===== src/rtl/fifo_ctrl_1024x32.sv =====
// Single-clock FIFO controller for a 1024x32 EBR RAM with registered read data.
// Optional per-byte parity generation/check is enabled by defining FIFO_PARITY_EN.
module fifo_ctrl_1024x32 #(
    parameter int WIDTH       = 32,
    parameter int AW          = 10,
    parameter int AFULL_LEVEL = 1008
) (
    input  logic             Clock,
    input  logic             Reset,
    input  logic             WrReq,
    input  logic [WIDTH-1:0] Data,
    output logic             Full,
    output logic             AlmostFull,
    input  logic             RdReq,
    output logic [WIDTH-1:0] Q,
    output logic             QValid,
    output logic             Empty,
    output logic [AW:0]      Count,
    output logic             Overflow,
    output logic             Underflow,
    output logic             ParityErr,
    output logic             ParityErrSticky,
    output logic             RamWrEn,
    output logic [AW-1:0]    RamWrAddr,
    output logic [WIDTH-1:0] RamData,
    output logic [3:0]       RamEDI,
    output logic             RamRdEn,
    output logic [AW-1:0]    RamRdAddr,
    input  logic [WIDTH-1:0] RamQ,
    input  logic [3:0]       RamEDO
);

    localparam logic [AW:0] DEPTH  = (AW+1)'(2**AW);
    localparam logic [AW:0] AFULL  = (AW+1)'(AFULL_LEVEL);

    logic [AW-1:0] wptr, rptr;
    logic [AW:0]   count;
    logic          wr_acc, rd_acc;
    logic          qvalid, overflow, underflow;

    assign Full       = (count == DEPTH);
    assign Empty      = (count == '0);
    assign AlmostFull = (count >= AFULL);
    assign Count      = count;

    // Reset masks the enables so the RAM sees no access during a reset cycle.
    assign wr_acc = WrReq & ~Full & ~Reset;
    assign rd_acc = RdReq & ~Empty & ~Reset;

    assign RamWrEn   = wr_acc;
    assign RamRdEn   = rd_acc;
    assign RamWrAddr = wptr;
    assign RamRdAddr = rptr;
    assign RamData   = Data;
    assign Q         = RamQ;
    assign QValid    = qvalid;
    assign Overflow  = overflow;
    assign Underflow = underflow;

    always_ff @(posedge Clock) begin
        if (Reset) begin
            wptr      <= '0;
            rptr      <= '0;
            count     <= '0;
            qvalid    <= 1'b0;
            overflow  <= 1'b0;
            underflow <= 1'b0;
        end else begin
            if (wr_acc) wptr <= wptr + 1'b1;
            if (rd_acc) rptr <= rptr + 1'b1;
            if (wr_acc && !rd_acc)
                count <= count + 1'b1;
            else if (rd_acc && !wr_acc)
                count <= count - 1'b1;
            qvalid    <= rd_acc;
            overflow  <= WrReq & Full;
            underflow <= RdReq & Empty;
        end
    end

`ifdef FIFO_PARITY_EN
    function automatic logic [3:0] byte_par(input logic [31:0] d);
        logic [3:0] p;
        for (int i = 0; i < 4; i++) p[i] = ^d[8*i +: 8];
        return p;
    endfunction

    logic sticky;

    assign RamEDI          = byte_par(Data);
    assign ParityErr       = qvalid & (byte_par(RamQ) != RamEDO);
    assign ParityErrSticky = sticky;

    always_ff @(posedge Clock) begin
        if (Reset) sticky <= 1'b0;
        else if (ParityErr) sticky <= 1'b1;
    end
`else
    logic unused_edo;

    assign unused_edo      = ^RamEDO;
    assign RamEDI          = 4'b0;
    assign ParityErr       = 1'b0;
    assign ParityErrSticky = 1'b0;
`endif

endmodule

===== config.mk =====
export PLATFORM = sky130hd
export DESIGN_NAME = fifo_ctrl_1024x32
export DESIGN_NICKNAME = d
export VERILOG_FILES = /design/src/rtl/fifo_ctrl_1024x32.sv
export SDC_FILE = /design/constraint.sdc
export NUM_CORES = 1
export LEC_CHECK = 0
export ABC_CLOCK_PERIOD_IN_PS = 5450
export CORE_AREA = 2 2 85 87
export CTS_CLUSTER_DIAMETER = 60
export DETAILED_ROUTE_END_ITERATION = 10
export DIE_AREA = 0 0 87 89
export GPL_ROUTABILITY_DRIVEN = 0
export PLACE_DENSITY_LB_ADDON = 0.1
export SETUP_SLACK_MARGIN = 0.3
export SYNTH_ARGS = -nofsm -noshare
export SYNTH_HDL_FRONTEND = slang
export SYNTH_SLANG_ARGS = --single-unit

===== constraint.sdc =====
create_clock -name Clock -period 5.45 [get_ports Clock]
set_clock_uncertainty 0.1 [all_clocks]
set_input_delay 1.09 -clock Clock [delete_from_list [all_inputs] [get_ports Clock]]
set_output_delay 1.09 -clock Clock [all_outputs]
set_load 0.02 [all_outputs]

layer_met4.png
Supply wires on this layer in gray. Cells faint in the background.
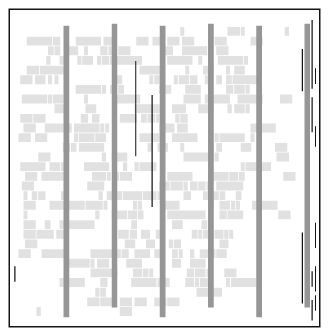
nets with wire on the layer	14
wire length on this layer	158 µm
longest straight run	31.3 µm
main direction	vertical

clocks.png
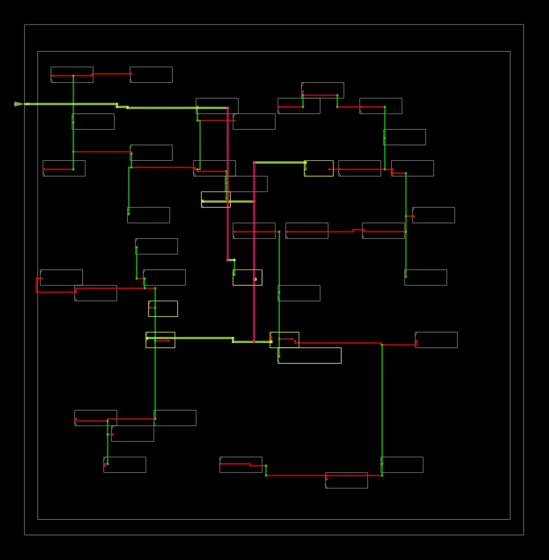
total clock buffers created by CTS: 5
clock buf count: 6

==> results.yml <==
# implementation run metrics
setup_path:
  critPathLaunchType: "input pin"
  critPathRequiredTime_ps: 5520
die:
  floorplan.rows: 30
  fp.coreArea_um2: 6720
  die_footprint_um2: 7740
  fp_util_pct: 36.5
  top_level_ports: 181
worst_hold_path:
  type_of_the_most_critical_hold_path: "reg -> reg"
  timing.hold.worst.start: "RamRdAddr[9]$_SDFFE_PP0P_"
synthesis:
  synth_area_um2: 2450
  ys_seq_elements: 34
  synth-edff-count: 0
  post_synth_num_cell_types: 44
cts:
  cts_tree: "built"
  clkSlewWorstSetupHoldPaths_ps: 70
  ctsResizeCount: 0
global_route:
  grt_max_degree: 29
run_status:
  run_status: "completed"
cells_and_area:
  layout.cells.most_common_list: "42 x sky130_fd_sc_hd__clkdlybuf4s50_1, 36 x sky130_fd_sc_hd__nor2_1, 34 x sky130_fd_sc_hd__dfxtp_1"
  finish.cell_count_without_fillers: 347
  final_util_pct: 38.1
  layout.nets: 352
  layout_top_cell_excl_fill_tap: "sky130_fd_sc_hd__clkdlybuf4s50_1"
  drive_gt1_share_pct: 7.12
route:
  wl_met3_um: 355
  met2RoutedLength_um: 1930
place:
  place.port_buffers: 42
  placed_cell_area_um2: 2450
power_and_ir_drop:
  vdd_drop_max_v: 0.000247
  p_comb_uw: 643
  power_frac_seq_pct: 28.8
timing:
  report.final.slew_viol_count: 0
job:
  log.warning_count: 30
-- layer usage --
layer  vias up  GRT usage [%]
met5         -              0
met4         0           6.53
met3        30           4.52
met2        66           18.0
met1       729           16.8
li1        846              -
-- cell usage after synthesis, types with 2 or more instances --
cell type	n
sky130_fd_sc_hd__nand2b_1	6
sky130_fd_sc_hd__nor3_1	3
sky130_fd_sc_hd__o21ai_0	7
sky130_fd_sc_hd__buf_1	3
sky130_fd_sc_hd__dfxtp_1	34
sky130_fd_sc_hd__nand2_1	18
sky130_fd_sc_hd__inv_1	9
sky130_fd_sc_hd__a41oi_4	2
sky130_fd_sc_hd__o21ai_1	3
sky130_fd_sc_hd__nand4_1	3
sky130_fd_sc_hd__a21o_1	6
sky130_fd_sc_hd__nor2b_1	2
sky130_fd_sc_hd__buf_4	70
sky130_fd_sc_hd__mux2i_1	4
sky130_fd_sc_hd__clkbuf_1	3
sky130_fd_sc_hd__nor4_4	2
sky130_fd_sc_hd__xnor2_1	5
sky130_fd_sc_hd__xor2_1	16
sky130_fd_sc_hd__a31oi_1	2
sky130_fd_sc_hd__nand3_1	5
sky130_fd_sc_hd__or3_1	3
sky130_fd_sc_hd__nor2_1	36
sky130_fd_sc_hd__o21a_1	2
sky130_fd_sc_hd__and3_1	5
sky130_fd_sc_hd__a21oi_1	10
sky130_fd_sc_hd__ha_1	12
-- cells by family after synthesis --
kind of cell | after synthesis | synth area share (%)
AND/OR/NAND/NOR | 89 | 19.4
buffers and inverters | 86 | 23.9
AND-OR/OR-AND | 40 | 12.3
flip-flops | 34 | 27.7
XOR/XNOR | 21 | 7.49
adder cells (fa/ha/maj) | 13 | 6.93
multiplexers | 5 | 2.09
other | 1 | 0.153
-- registers in the layout, indices dropped and copies added, names as in the netlist --
name and cells:
Overflow 1, RamRdAddr 10, RamWrAddr 10, QValid 1, Underflow 1, Count 11
-- layout make-up --
class                   instances  area, µm²  area share (%)
clock buffers                   6       82.6            3.22
inverters                       9       33.8            1.32
well taps                      80        100            3.91
multi-input cells             174       1210            47.1
flip-flops and latches         34        681            26.6
clock inverters                 1       30.0            1.17
repair buffers                 43        428            16.7
-- worst paths after layout --
path	end	slack, ps	depth (start not counted)
worst max-delay path	Count[10]$_SDFFE_PP0P_	820	13
worst min-delay path	RamRdAddr[9]$_SDFFE_PP0P_	410	2
worst max register to register	Count[10]$_SDFFE_PP0P_	1700	11
worst min register to register	RamRdAddr[9]$_SDFFE_PP0P_	410	2
-- worst max-delay path, stage by stage --
cell and delay (ps):
sky130_fd_sc_hd__clkdlybuf4s50_1 620, sky130_fd_sc_hd__nand2b_4 260, sky130_fd_sc_hd__a41oi_4 360, sky130_fd_sc_hd__inv_1 80, sky130_fd_sc_hd__ha_1 240, sky130_fd_sc_hd__inv_1 320
sky130_fd_sc_hd__ha_1 370, sky130_fd_sc_hd__a21o_1 200, sky130_fd_sc_hd__a21oi_1 120, sky130_fd_sc_hd__o21ai_1 160, sky130_fd_sc_hd__a221oi_2 300, sky130_fd_sc_hd__mux2i_1 230
sky130_fd_sc_hd__mux2_2 340
